Design reg_wb_ctrl, sky130hd; sources not shown.
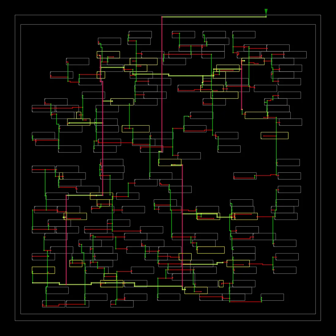
*Clock routing, run 1*
Clock group: 1.56 mW
CTS Buf Count: 17
Seq cells: 148

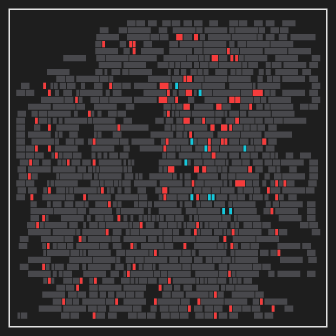
*Gate families picked out, run 1*
legend:
  nand cells:
    color: red
    cells: 112
    where: widely spread
  inv cells:
    color: cyan
    cells: 11
Comb area share: 34.93%
most common logic cell in the routed design: dfrtp_1

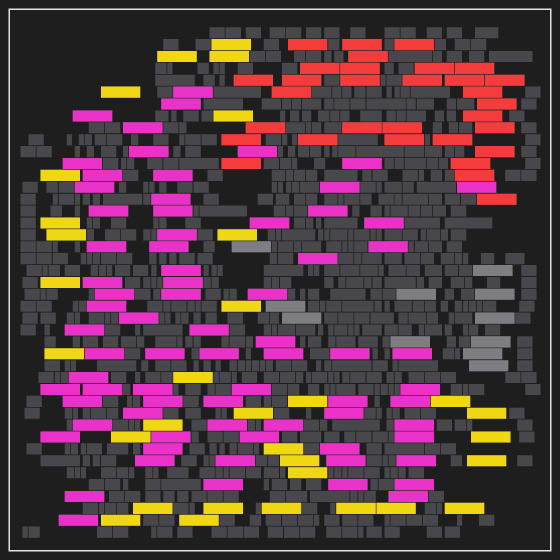
*Register map, names as in the netlist, run 1*
legend:
  u_fifo.pending:
    color: red
    flops: 31
  u_fifo.mem_q:
    color: magenta
    flops: 74
  reg_w_data_o:
    color: yellow
    flops: 32
    where: widely spread
not colored: 11
flop share of the area: 37.05%
Seq group: 2.03 mW
fin util: 71.74%
Reg area: 3704 um^2

==> qor.csv, run 1 <==
stage,metric,value,unit
placement,GPL Wtd Cong,0.8855,
critical_path,CP Capture Type,flip-flop,
synth,main flop type,dfrtp_1,
grt,GRT Overall Usage,28.05,%
placement,Final HPWL DP,13710,um
cells_and_area,"Largest area class, layout",sequential cells,
synth,"Cell Area, Synth",7284,um^2
floorplanning,FP Util,52.28,%
critical_path,Worst path max stage delay,0.56,ns
floorplanning,Die X,123.5,um
synth,area fraction in mux cells,17.24,%
routing,Avg Vias per Cell,6.052,
placement,dpl ws,-1.140,ns
synth,"Registers, synthesis",148,
synth,Synth Instances,695,
critical_path,family with the most delay on the worst path,AND-OR/OR-AND gates,
routing,total number of vias,6457,
sta,final hold slack,0.3698,ns
run,maximum capacitance violations,0,
synth,Mapped Nets,780,
sta,Setup TNS,0,ns
synth,Synth Area per Inst,10.48,um^2
cells_and_area,clock buffer count,24,
critical_path,Critical Path Source Type,primary input,
critical_path,Critical Setup Path Class,in2reg,
synth,asr flop ratio synth,100.0,%
synth,ao+oa area frac,14.36,%
critical_path,"Arr. time, crit path",4.85,ns
cells_and_area,Clock buf/inv share,6.708,%
sta,actual slew at the worst max-slew pin,0.7824,ns
cells_and_area,tally of filler cells in the layout,908,
routing,DR iter-0 viols,595,
run,Log Warnings,29,
synth,Post-synth EDFFs,0,
critical_path,R2R Setup Slk,0.07,ns
routing,WL final,21390,um
sta,Fmax,0.2189,GHz
grt,global-route wire length before repair,32200,um
grt,largest net degree at the start of global routing,53,
sta,clock skew,0.01006,ns
cells_and_area,Synth-to-Final Area Change,37.24,%
critical_path,WP depth,17,
cells_and_area,final cell count without fillers,1067,
power,Pwr Density,576.7,nW/um^2
sta,Finish-stage setup viols,0,
cells_and_area,MI comb cells,487,
synth,top cell type's share of synthesized area,50.84,%
sta,Final Worst Setup Slack,0.03192,ns
hold_path,Hold Crit Class,in2async,
synth,Simple-Gate Fraction of Synth Area,10.56,%
cts,Root Driver,clkbuf_16,
synth,Yosys Instances,695,
sta,Fin. Hold Viols,0,
cts,Worst-path clk slew,0.06,ns
cells_and_area,# nets final,959,
cells_and_area,max reg flops,74,
routing,drt first pass iters,7,
synth,post-synth cell types,47,
synth,"top comb family, area",multiplexers,
routing,drc violations,0,
synth,main area contributors,"dfrtp_1 (51%), mux2i_1 (16%), nand2_1 (4.7%)",
cts,hold buffer count at cts,0,
sta,final period utilization,99.31,%
routing,Routed Antenna Nets,0,
grt,initial antenna violation count,0,
synth,XOR/XNOR Area Share,2.284,%
cells_and_area,count of non-CTS inverters in the layout,11,
sta,Slew HR,47.84,%
cells_and_area,Final non-clock buffer share,18.65,%
sta,post-layout min period,4.568,ns
synth,Synth area leader,dfrtp_1,
cts,clock sinks,148,
grt,number of global-route vias before repair,6454,
cells_and_area,Antenna diodes,0,
floorplanning,Die Y,123.5,um
synth,Ys Warns,0,
critical_path,Critical-path top delay cell,or4_4,
grt,global route overflow,0,
critical_path,reg2reg path depth,16,
floorplanning,Ports,151,
cts,"Clk Latency, worst-skew pair",0.44,ns
synth,fa+ha+maj area frac,1.031,%
status,status,completed,
critical_path,critical path required time,4.88,ns
cells_and_area,Logic area,3492,um^2
cts,CTS tree,yes,
power,leakage power,4.119,nW
floorplanning,# Taps,180,
sta,Max Slew Vio Count,0,
synth,Yosys chip area,7284,um^2
synth,register area share after synthesis,50.84,%
cts,Setup Buffers After CTS,10,
placement,Placed Instances,1023,
critical_path,Most common cell on crit path,buf_6,
cts,maximum clock path buffer count,2,
power,Peak VDD IR,0.0003582,V
floorplanning,Core ar.,13930,um^2
floorplanning,FP Rows,43,
routing,WL/cell,20.05,um
cts,Resized Gates After CTS,31,
cells_and_area,count of non-CTS buffers in the layout,209,
critical_path,WP buf/inv,6,
placement,PortBufs,146,
[run 1: power by group]
part	leakage [nW]	switching, mW	internal, mW
logic	1.93	1.29	0.876
clock network	0.330	0.529	1.03
registers	1.86	0.327	1.71
[run 1: cells in the final DEF (no fill, tap or decap), drive strengths merged, types with 4 or more instances in the layout]
cell type      count
a21oi             36
o21ai             43
clkbuf            51
nor2              41
clkdlybuf4s50    141
nand3              9
xnor2              9
or3b               5
nand3b             7
mux2               6
o31ai             41
mux2i            118
dfrtp            148
inv               11
ha                 6
nand2             92
o22ai             31
a211oi             4
xor2              10
bufinv             5
buf               37
[run 1: synthesized netlist by cell type, types with 2 or more instances]
master / n
a21oi_1: 34
ha_1: 6
xor2_1: 10
nor2_1: 41
a211oi_2: 2
buf_4: 3
or3b_4: 3
or3b_2: 2
buf_6: 2
mux2i_1: 116
nand2_1: 92
inv_1: 11
nand4bb_1: 2
mux2i_2: 2
a31oi_1: 2
a21oi_2: 2
clkbuf_1: 26
o22ai_1: 31
or3_1: 2
nor3_1: 2
o31ai_1: 40
nand3b_1: 7
nand3_1: 9
buf_2: 10
a211oi_1: 2
nand2b_1: 2
o21ai_0: 43
xnor2_1: 9
nor2b_1: 3
dfrtp_1: 148
buf_1: 8
a21o_1: 3
mux2_2: 6
[run 1: layer usage]
| metal | global-route usage (%) | part of all wire, % |
|---|---|---|
| met1 | 35.57 | 39 |
| met2 | 45.12 | 49 |
| met3 | 5.766 | 7.9 |
| met4 | 15.20 | 4.5 |
| met5 | 0 | 0 |
[run 1: metrics by stage]
step,total power [mW],cell area (um^2)
after global placement,3.903,8971
after CTS,5.650,9866
after detailed placement,3.992,9031
after global routing,6.021,9997
after floorplan,3.360,7284
final,5.766,9997
--- run 2 (diff from run 1) ---
- ABC_AREA: unset -> 0
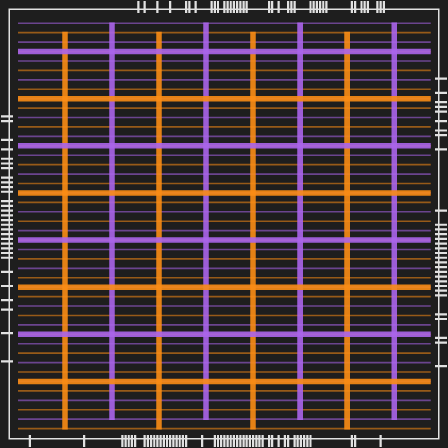
*Power grid, run 2*
Pins as bars on the die edge.
legend:
  VSS:
    color: orange
  VDD:
    color: purple
met5 straps: 8
signal pins: 151
rows: 43
Peak VDD IR: 0.0003582 V
Die X: 123.5 um
Core ar.: 13930 um^2

==> run 2 against run 1 <==
Critical endpoint unchanged. Synthesized cell count unchanged. First-iteration DRC count unchanged. Setup slack is the same. Area after synthesis is the same.
==> qor.csv, run 2 <==
stage,metric,value,unit
power,sequential share of power,35.3,%
grt,GR Util met3,5.766,%
cells_and_area,design area,9997,um^2
grt,GRT Overall Usage,28.05,%
power,Pwr Density,576.7,nW/um^2
cells_and_area,max reg flops,74,
power,Biggest consumer,combinational cells,
sta,Fmax,0.2189,GHz
cts,hold buffer count at cts,0,
placement,PortBufs,146,
cells_and_area,Synth-to-Final Area Change,37.24,%
cts,clock sinks,148,
floorplanning,Ports,151,
routing,Routed Antenna Nets,0,
cts,"Clk Latency, worst-skew pair",0.44,ns
synth,Synth Area per Inst,10.48,um^2
routing,total number of vias,6457,
routing,WL/cell,20.05,um
floorplanning,FP Rows,43,
synth,Yosys Instances,695,
routing,WL final,21390,um
status,status,completed,
run,maximum capacitance violations,0,
placement,GPL Wtd Cong,0.8855,
grt,met2 usage,45.12,%
grt,global route overflow,0,
floorplanning,FP Util,52.28,%
critical_path,R2R Setup Slk,0.07,ns
routing,Met1 Wirelength,8315,um
synth,main area contributors,"dfrtp_1 (51%), mux2i_1 (16%), nand2_1 (4.7%)",
grt,number of global-route vias before repair,6454,
synth,post-synth cell types,47,
synth,"Cell Area, Synth",7284,um^2
routing,top sig layer,met4,
power,clock power share,27.1,%
synth,top cell type's share of synthesized area,50.84,%
power,Seq group,2.03,mW
cells_and_area,most instantiated logic cells after routing,"dfrtp_1 (148), clkdlybuf4s50_1 (141), mux2i_1 (115)",
grt,largest net degree at the start of global routing,53,
sta,Fin. Hold Viols,0,
grt,global-route wire length before repair,32200,um
synth,most common cell in the synthesized netlist,dfrtp_1,
sta,post-layout min period,4.568,ns
critical_path,Critical Path Source Type,primary input,
routing,Avg Vias per Cell,6.052,
grt,global routing's busiest layer,met2,
placement,dpl ws,-1.140,ns
grt,initial antenna violation count,0,
sta,Max Slew Vio Count,0,
grt,M1 GR Usage,35.57,%
critical_path,critical path required time,4.88,ns
hold_path,Hold Crit Class,in2async,
routing,DR WL met3,1680,um
synth,Synth Instances,695,
placement,Final HPWL DP,13710,um
critical_path,"Arr. time, crit path",4.85,ns
power,total internal power,3.617,mW
power,leakage power,4.119,nW
synth,Post-synth EDFFs,0,
critical_path,Critical Setup Path Class,in2reg,
synth,register area share after synthesis,50.84,%
sta,Slew HR,47.84,%
cells_and_area,# nets final,959,
routing,DR iter-0 viols,595,
run,Log Warnings,29,
synth,Mapped Nets,780,
sta,final period utilization,99.31,%
placement,dpl cell area,9031,um^2
synth,Yosys chip area,7284,um^2
cells_and_area,most common logic cell in the routed design,dfrtp_1,
synth,Synth area leader,dfrtp_1,
critical_path,reg2reg path depth,16,
power,Clock group,1.56,mW
sta,clock skew,0.01006,ns
critical_path,CP Capture Type,flip-flop,
synth,Synth top cells by count,"dfrtp_1 (148), mux2i_1 (116), nand2_1 (92), o21ai_0 (43), nor2_1 (41)",
routing,drc violations,0,
cts,Worst-path clk slew,0.06,ns
power,P_comb,2.17,mW
cts,maximum clock path buffer count,2,
synth,main flop type,dfrtp_1,
sta,actual slew at the worst max-slew pin,0.7824,ns
synth,asr flop ratio synth,100.0,%
power,Switching Fraction,37.26,%
sta,Setup TNS,0,ns
cells_and_area,Antenna diodes,0,
sta,Finish-stage setup viols,0,
synth,"Registers, synthesis",148,
cts,CTS tree,yes,
routing,drt first pass iters,7,
power,Net Switching,2.148,mW
cts,CTS Buf Count,17,
-- run 2: cell counts after synthesis --
No cell type changed its count.
-- run 2: cell type report --
type / instances / area [um^2]
well taps: 180 / 225.2
clock buffers: 24 / 501.7
flip-flops and latches: 148 / 3704
multi-input cells: 487 / 3492
fillers: 908 / 3938
repair buffers: 160 / 1610
inverters: 11 / 41.29
plain buffers: 49 / 254.0
clock inverters: 8 / 168.9
-- run 2: cell families (layout without fill, tap and decap cells) --
family | after synthesis | count (layout) | share of synthesized area [%]
other cells | 1 | 1 | 0.05148
flops | 148 | 148 | 50.84
fa+ha+maj | 6 | 6 | 1.031
mux | 124 | 124 | 17.24
buf+inv | 60 | 252 | 3.624
compound gates | 166 | 166 | 14.36
xor+xnor | 19 | 19 | 2.284
simple gates | 171 | 171 | 10.56
-- run 2: metrics by stage --
step | utilization, % | std cells | total power [mW] | hold slack (ns)
CTS | 70.80 | 1065 | 5.650 | 0.3733
floorplan | - | 695 | 3.360 | 0.5507
global placement | 64.38 | 1021 | 3.903 | 0.5688
finish | 71.74 | 1067 | 5.766 | 0.3698
global route | 71.74 | 1067 | 6.021 | 0.3942
detailed placement | 64.81 | 1023 | 3.992 | 0.5836
-- run 2: repair_timing --
action / 4_1_cts / 5_1_grt
gates cloned: 0 / 0
pin swaps: 3 / 4
setup endpoints to repair: 101 / 94
buffers inserted: 10 / 2
resized: 31 / 23
-- run 2: critical path, cell delays in order --
cell and delay [ns]:
dlygate4sd2_1 0.31, or4_4 0.56, o21a_1 0.19, buf_6 0.14
and4_4 0.15, buf_6 0.13, a21o_4 0.24, inv_1 0.06
ha_1 0.26, xor2_1 0.19, or3_4 0.37, a211oi_4 0.32
buf_6 0.17, buf_4 0.14, a21oi_1 0.05, a31oi_2 0.42
o22ai_1 0.21
Power figures rest on the tool's default switching activity, not on a simulated workload.
